==> src/rtl/mem_access.sv <==
// Memory-access pipeline stage: issues data-memory loads/stores over a req/ack
// handshake, stalls execute while a transaction is outstanding, and registers MEM/WB.
module mem_access #(
    parameter int ADDR_WIDTH = 18
) (
    input  logic                  clk,
    input  logic                  rst,
    input  logic [31:0]           result_in,
    input  logic [4:0]            write_reg_in,
    input  logic                  reg_write_in,
    input  logic                  writef_in,
    input  logic                  mem_read_in,
    input  logic                  mem_write_in,
    input  logic [31:0]           mem_write_data,
    input  logic [31:0]           pc_in,
    input  logic                  wait_exec_in,
    output logic                  wait_mem,
    output logic                  dmem_req,
    output logic                  dmem_we,
    output logic [ADDR_WIDTH-1:0] dmem_addr,
    output logic [31:0]           dmem_wdata,
    input  logic [31:0]           dmem_rdata,
    input  logic                  dmem_ack,
    output logic [31:0]           result_mem,
    output logic [4:0]            write_reg_mem,
    output logic                  reg_write_mem,
    output logic                  writef_mem,
    output logic [31:0]           pc_mem
);

    typedef enum logic {IDLE, BUSY} state_e;

    state_e                state_q, state_d;
    logic                  dmemReq_q, dmemReq_d;
    logic                  dmemWe_q, dmemWe_d;
    logic [ADDR_WIDTH-1:0] dmemAddr_q, dmemAddr_d;
    logic [31:0]           dmemWdata_q, dmemWdata_d;
    logic [31:0]           resultMem_q, resultMem_d;
    logic [4:0]            writeRegMem_q, writeRegMem_d;
    logic                  regWriteMem_q, regWriteMem_d;
    logic                  writefMem_q, writefMem_d;
    logic [31:0]           pcMem_q, pcMem_d;

    // Writeback fields of the instruction waiting on memory
    logic [4:0]            pendReg_q, pendReg_d;
    logic                  pendRegWrite_q, pendRegWrite_d;
    logic                  pendWritef_q, pendWritef_d;
    logic [31:0]           pendPc_q, pendPc_d;
    logic                  pendIsWrite_q, pendIsWrite_d;

    logic                  memOp;

    assign memOp    = (mem_read_in | mem_write_in) & ~wait_exec_in;
    assign wait_mem = ((state_q == IDLE) & memOp) | ((state_q == BUSY) & ~dmem_ack);

    always_ff @(posedge clk) begin
        if (rst) begin
            state_q        <= IDLE;
            dmemReq_q      <= 1'b0;
            dmemWe_q       <= 1'b0;
            dmemAddr_q     <= '0;
            dmemWdata_q    <= '0;
            resultMem_q    <= '0;
            writeRegMem_q  <= '0;
            regWriteMem_q  <= 1'b0;
            writefMem_q    <= 1'b0;
            pcMem_q        <= '0;
            pendReg_q      <= '0;
            pendRegWrite_q <= 1'b0;
            pendWritef_q   <= 1'b0;
            pendPc_q       <= '0;
            pendIsWrite_q  <= 1'b0;
        end else begin
            state_q        <= state_d;
            dmemReq_q      <= dmemReq_d;
            dmemWe_q       <= dmemWe_d;
            dmemAddr_q     <= dmemAddr_d;
            dmemWdata_q    <= dmemWdata_d;
            resultMem_q    <= resultMem_d;
            writeRegMem_q  <= writeRegMem_d;
            regWriteMem_q  <= regWriteMem_d;
            writefMem_q    <= writefMem_d;
            pcMem_q        <= pcMem_d;
            pendReg_q      <= pendReg_d;
            pendRegWrite_q <= pendRegWrite_d;
            pendWritef_q   <= pendWritef_d;
            pendPc_q       <= pendPc_d;
            pendIsWrite_q  <= pendIsWrite_d;
        end
    end

    always_comb begin
        state_d        = state_q;
        dmemReq_d      = dmemReq_q;
        dmemWe_d       = dmemWe_q;
        dmemAddr_d     = dmemAddr_q;
        dmemWdata_d    = dmemWdata_q;
        resultMem_d    = resultMem_q;
        writeRegMem_d  = writeRegMem_q;
        regWriteMem_d  = regWriteMem_q;
        writefMem_d    = writefMem_q;
        pcMem_d        = pcMem_q;
        pendReg_d      = pendReg_q;
        pendRegWrite_d = pendRegWrite_q;
        pendWritef_d   = pendWritef_q;
        pendPc_d       = pendPc_q;
        pendIsWrite_d  = pendIsWrite_q;

        unique case (state_q)
            IDLE: begin
                dmemReq_d = 1'b0;
                if (wait_exec_in || memOp) begin
                    // Execute output not valid yet, or the op now moves to memory
                    resultMem_d   = '0;
                    writeRegMem_d = '0;
                    regWriteMem_d = 1'b0;
                    writefMem_d   = 1'b0;
                    pcMem_d       = '0;
                end else begin
                    resultMem_d   = result_in;
                    writeRegMem_d = write_reg_in;
                    regWriteMem_d = reg_write_in;
                    writefMem_d   = writef_in;
                    pcMem_d       = pc_in;
                end
                if (memOp) begin
                    state_d        = BUSY;
                    dmemReq_d      = 1'b1;
                    dmemWe_d       = mem_write_in;
                    dmemAddr_d     = result_in[ADDR_WIDTH+1:2];
                    dmemWdata_d    = mem_write_data;
                    pendReg_d      = write_reg_in;
                    pendRegWrite_d = reg_write_in;
                    pendWritef_d   = writef_in;
                    pendPc_d       = pc_in;
                    pendIsWrite_d  = mem_write_in;
                end
            end
            BUSY: begin
                if (dmem_ack) begin
                    state_d       = IDLE;
                    dmemReq_d     = 1'b0;
                    resultMem_d   = pendIsWrite_q ? 32'd0 : dmem_rdata;
                    writeRegMem_d = pendReg_q;
                    regWriteMem_d = pendRegWrite_q;
                    writefMem_d   = pendWritef_q;
                    pcMem_d       = pendPc_q;
                end
            end
            default: state_d = IDLE;
        endcase
    end

    assign dmem_req      = dmemReq_q;
    assign dmem_we       = dmemWe_q;
    assign dmem_addr     = dmemAddr_q;
    assign dmem_wdata    = dmemWdata_q;
    assign result_mem    = resultMem_q;
    assign write_reg_mem = writeRegMem_q;
    assign reg_write_mem = regWriteMem_q;
    assign writef_mem    = writefMem_q;
    assign pc_mem        = pcMem_q;

endmodule

==> config.mk <==
export PLATFORM = sky130hd
export DESIGN_NAME = mem_access
export DESIGN_NICKNAME = d
export VERILOG_FILES = /design/src/rtl/mem_access.sv
export SDC_FILE = /design/constraint.sdc
export NUM_CORES = 1
export LEC_CHECK = 0
export ABC_AREA = 1
export CORE_MARGIN = 5
export CORE_UTILIZATION = 44
export CTS_BUF_LIST = sky130_fd_sc_hd__clkbuf_8 sky130_fd_sc_hd__clkbuf_16
export CTS_CLUSTER_DIAMETER = 200
export DETAILED_ROUTE_END_ITERATION = 6
export HOLD_SLACK_MARGIN = 0.05
export PLACE_DENSITY = 0.81
export SKIP_LAST_GASP = 1
export SLEW_MARGIN = 0
export SYNTH_ARGS = -nofsm -noshare
export SYNTH_HDL_FRONTEND = slang
export SYNTH_SLANG_ARGS = --single-unit
==> constraint.sdc <==
create_clock -name clk -period 1.22 [get_ports clk]
set_input_delay 0.122 -clock clk [delete_from_list [all_inputs] [get_ports clk]]
set_output_delay 0.122 -clock clk [all_outputs]
set_load 0.005 [all_outputs]
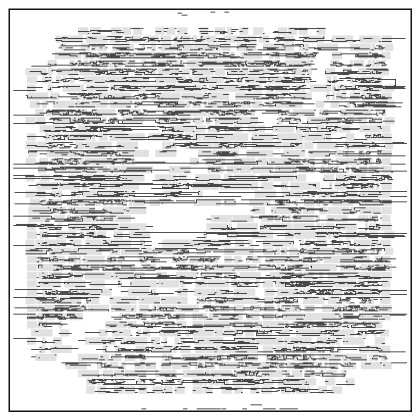
(run_1/layer_met1.png)
Drawn at 3 px/um.
wire length on this layer: 10,600 um
nets with wire on the layer: 1,201
longest straight run: 41.4 um
main direction: horizontal
vias: 7,849
WL final: 26,600 um
routing usage on met1: 0.343

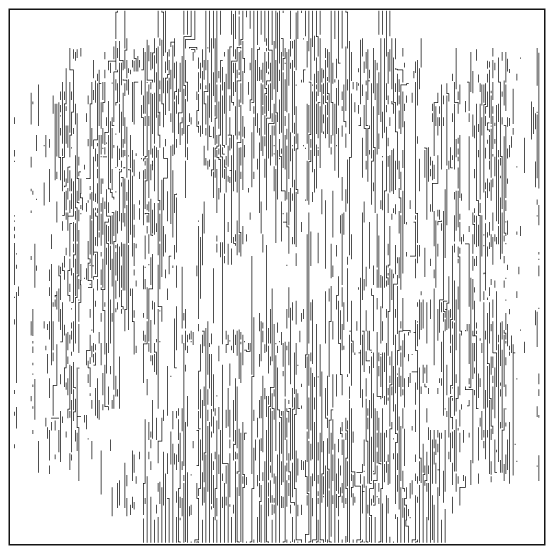
(run_1/layer_met2.png)
Drawn at 4 px/um.
share of all routed wire: 47%
main direction: vertical
nets with wire on the layer: 1,121
wire length on this layer: 12,600 um
longest straight run: 53.9 um
M2 GR Usage: 0.416

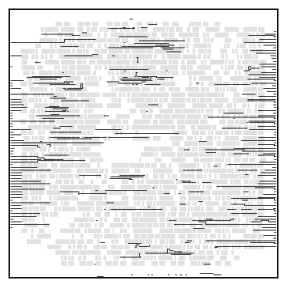
(run_1/layer_met3.png)
Drawn at 2 px/um.
wire length on this layer: 2,400 um
nets with wire on the layer: 215
share of all routed wire: 9.0%
longest straight run: 46.2 um
met3 layer usage reported by global route: 0.0725

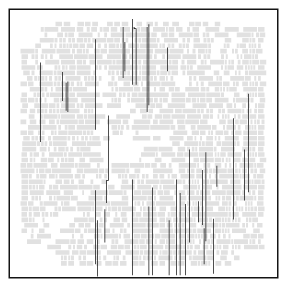
(run_1/layer_met4.png)
Drawn at 2 px/um.
wire length on this layer: 1,030 um
main direction: vertical
share of all routed wire: 3.9%
nets with wire on the layer: 30

==> changes_impl.md, run 1 <==
### Metrics

- Design Area, Final: 11,300 sq um
- Seq share, synth: 0.486
- Top cells by area, synth: dfxtp_1, nand3_1, a21oi_1
- CP endpoint: dmem_wdata[0]
- Synth warn: 0
- Root Driver: clkbuf_16
- Syn Nets: 1,057
- Clk slew on worst S/H paths: 0.06 ns
- Synth cell count leaders: dfxtp_1, nand3_1, nand2_1
- Comb/total area: 0.304
- Final setup fails: 134
- Top routing layer used: met4
- # Max-Cap Violations: 0
- Sequential share of power: 0.418
- Yosys stat cell total: 916
- Cells after DPL: 1,315
- Invs w/o clock: 7
- Fin. max-slew vios: 0
- Buf/Inv on CP: 3
- Failing checks: negative setup slack
- # fillers: 1,125
- Cell taking the most area after synthesis: dfxtp_1
- Terminus of the critical flop-to-flop path: dmem_wdata[0]
- Met3 WL: 2400 um
- Die Ht: 133 um
- RSZ-0062 raised after global routing: true
- Mux area share: 0
- Comb pwr share: 0.208
- Switching fraction of total power: 0.269
- Count leader, synth: dfxtp_1
- Inserted Clock Buffers: 17
- Crit-path slowest cell: dfxtp_4
- Static Leak: 0.00488 uW
- Status: finished with violations
- Cells along the critical path: nor2_4, buf_6, clkbuf_16, bufbuf_16, nand3_1, a21oi_1
- Layout cells sized above 1: 0.180
- Comb. pwr: 2870 uW
- Antenna violations before repair: 0
- FP Rows: 45
- Hold wc startpoint: rst
- Hold_ws: 0.200 ns
- FMAX: 0.717 GHz
- Crit path setup slack, layout: -0.174 ns
- Most numerous logic cells after layout: dfxtp_1, nand2_1, clkdlybuf4s50_1
- Slew at the pin closest to its max-slew limit: 0.558 ns
- CP Class: reg -> reg
- IO Count: 265
- Top non-seq family: simple AND/OR/NAND/NOR gates
==> run_1/congestion.png <==
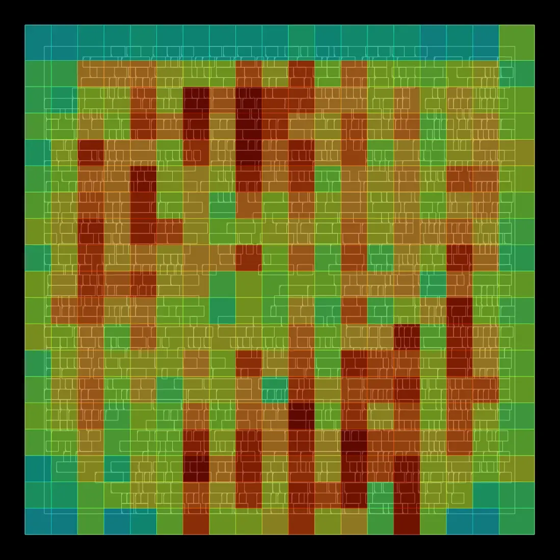

--- run 2 (diff from run 1) ---
--- a/config.mk
+++ b/config.mk
@@ -7,12 +7,12 @@
 export LEC_CHECK = 0
 export ABC_AREA = 1
 export CORE_MARGIN = 5
-export CORE_UTILIZATION = 44
+export CORE_UTILIZATION = 40
 export CTS_BUF_LIST = sky130_fd_sc_hd__clkbuf_8 sky130_fd_sc_hd__clkbuf_16
 export CTS_CLUSTER_DIAMETER = 200
 export DETAILED_ROUTE_END_ITERATION = 6
 export HOLD_SLACK_MARGIN = 0.05
-export PLACE_DENSITY = 0.81
+export PLACE_DENSITY = 0.75
 export SKIP_LAST_GASP = 1
 export SLEW_MARGIN = 0
 export SYNTH_ARGS = -nofsm -noshare
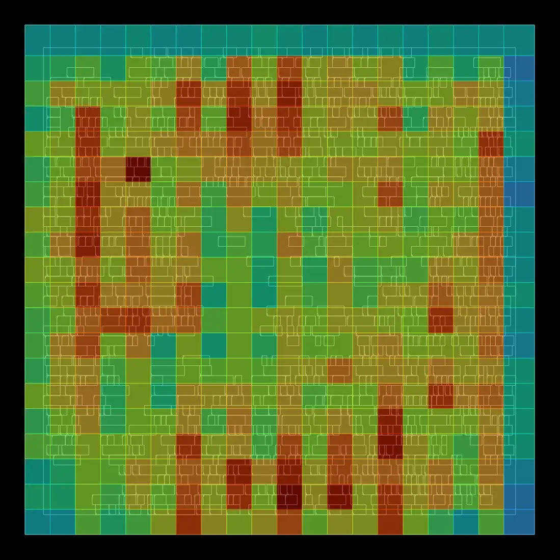
(run_2/congestion.png)
Post-Route Utilization: 0.625
met3 layer usage reported by global route: 0.0631
gr busiest metal: met2
WL per Instance: 16.7 um
overall routing resource usage: 0.224

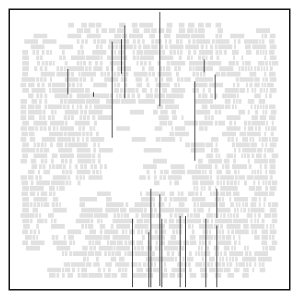
(run_2/layer_met4.png)
Drawn at 2 px/um.
longest straight run: 49.0 um
wire length on this layer: 559 um
nets with wire on the layer: 16
main direction: vertical
share of all routed wire: 2.4%
vias: 7,341
WL final: 23,200 um

==> run 2 against run 1 <==
Clock-buffer cell count shrank 2. Area after synthesis is the same. Critical path depth shrank 2. Largest power group unchanged. Register-to-register slack gained 0.16 ns. Final area shrank 8.8%. Total power shrank 3.0%. Critical path type is now reg -> out. Via count shrank 6.5%. First-iteration DRC count shrank 20%. Sequential cell count is the same. The flow still finishes with violations (negative setup slack). Clock skew grew 0.0025 ns.
==> changes_impl.md, run 2 <==
### Metrics

- Synth Area per Inst: 7.32 sq um
- Root Driver: clkbuf_16
- # fillers: 1,502 (+34%)
- RSZ-0062 raised after global routing: true
- Cells along the critical path: nor2_4, nand2_4, nand2_4, buf_6
- Clk slew on worst S/H paths: 0.07 ns (about the same)
- Clk cell area share: 0.0570
- Syn Nets: 1,057 (unchanged)
- Synthesis area per yosys: 6710 sq um
- Seq share, synth: 0.486 (unchanged)
- Clk. pwr: 5360 uW
- Static Leak: 0.00454 uW (-6.9%)
- Non-Filler Instances: 1,393
- Comb/total area: 0.293 (-0.0111)
- Async SR Flop Fraction: 0
- Inserted Clock Buffers: 17 (unchanged)
- Final setup fails: 3 (-98%)
- Cells after DPL: 1,358 (+3.3%)
- N_taps: 220
- Terminus of the critical flop-to-flop path: dmem_addr[12]
- Data buffer area share: 0.304
- Antenna violations before repair: 0 (unchanged)
- Peak VDD IR: 0.935 mV
- Routing usage on met1: 0.299 (-0.0436)
- H-tree levels: 4
- Top routing layer used: met4
- Number of OpenROAD warnings: 28
- Flops: 163
- Synth warn: 0 (unchanged)
- Post-layout period usage: 1.04
- Crit path setup slack, layout: -0.0441 ns (+0.130 ns)
- Worst setup EP type: output pin
- Switching fraction of total power: 0.263 (-0.00597)
- IO Count: 265 (unchanged)
- Synth flops: 163
- # Max-Cap Violations: 0 (unchanged)
- Total congestion overflow: 0
- Failing checks: negative setup slack
- Largest net degree at the start of global routing: 55
- FMAX: 0.791 GHz (+10%)
- Top non-seq family: simple AND/OR/NAND/NOR gates
- FF-to-FF setup slack: -0.01 ns
- CP Class: reg -> out
- Mux area share: 0 (unchanged)
- M2 GR Usage: 0.350 (-0.0660)
- Layout cells sized above 1: 0.0827 (-0.0976)
- Arrival @ worst endpoint: 1.14 ns
- Comb pwr share: 0.169 (-0.039)
- Comb. pwr: 2260 uW (-21%)
- Synth cell count leaders: dfxtp_1, nand3_1, nand2_1
- Ys flop type: dfxtp_1
- Hold wc startpoint: rst
- Die Ht: 139 um (+4.5%)
- Total power: 13,400 uW
- FP Rows: 47 (+4.4%)
- Cell taking the most area after synthesis: dfxtp_1
- Number of global-route vias before repair: 6,850
- Buffers on Ports: 264
- Top cells by area, synth: dfxtp_1, nand3_1, a21oi_1
- RePlAce Congestion: 0.837
- CTS tree: built
- Crit-path slowest cell: dfxtp_4
- Yosys stat cell total: 916 (unchanged)
- CP endpoint: wait_mem
- Slew at the pin closest to its max-slew limit: 0.428 ns (-0.130 ns)
- Met2 routed WL: 10,800 um
- Most numerous logic cells after layout: nand3_1, nand2_1, dfxtp_1
- Sequential share of power: 0.431 (+0.013)
- Count leader, synth: dfxtp_1
- Signal buffers: 311
- Xor+xnor area frac: 0
- P_sw: 3530 uW
- Buf/Inv on CP: 1 (-2)
- CP Launch Point: state_q
- Design Area, Final: 10,300 sq um (-8.8%)
- Die Size: 19,500 sq um
- Stages on worst setup path: 4
- Met3 WL: 1970 um (-18%)
- Synth Instances: 916
- Hold_ws: 0.110 ns (-0.0903 ns)
- Status: finished with violations
- Fin. max-slew vios: 0 (unchanged)
- Invs w/o clock: 7 (unchanged)
Power and IR drop assume default switching activity.
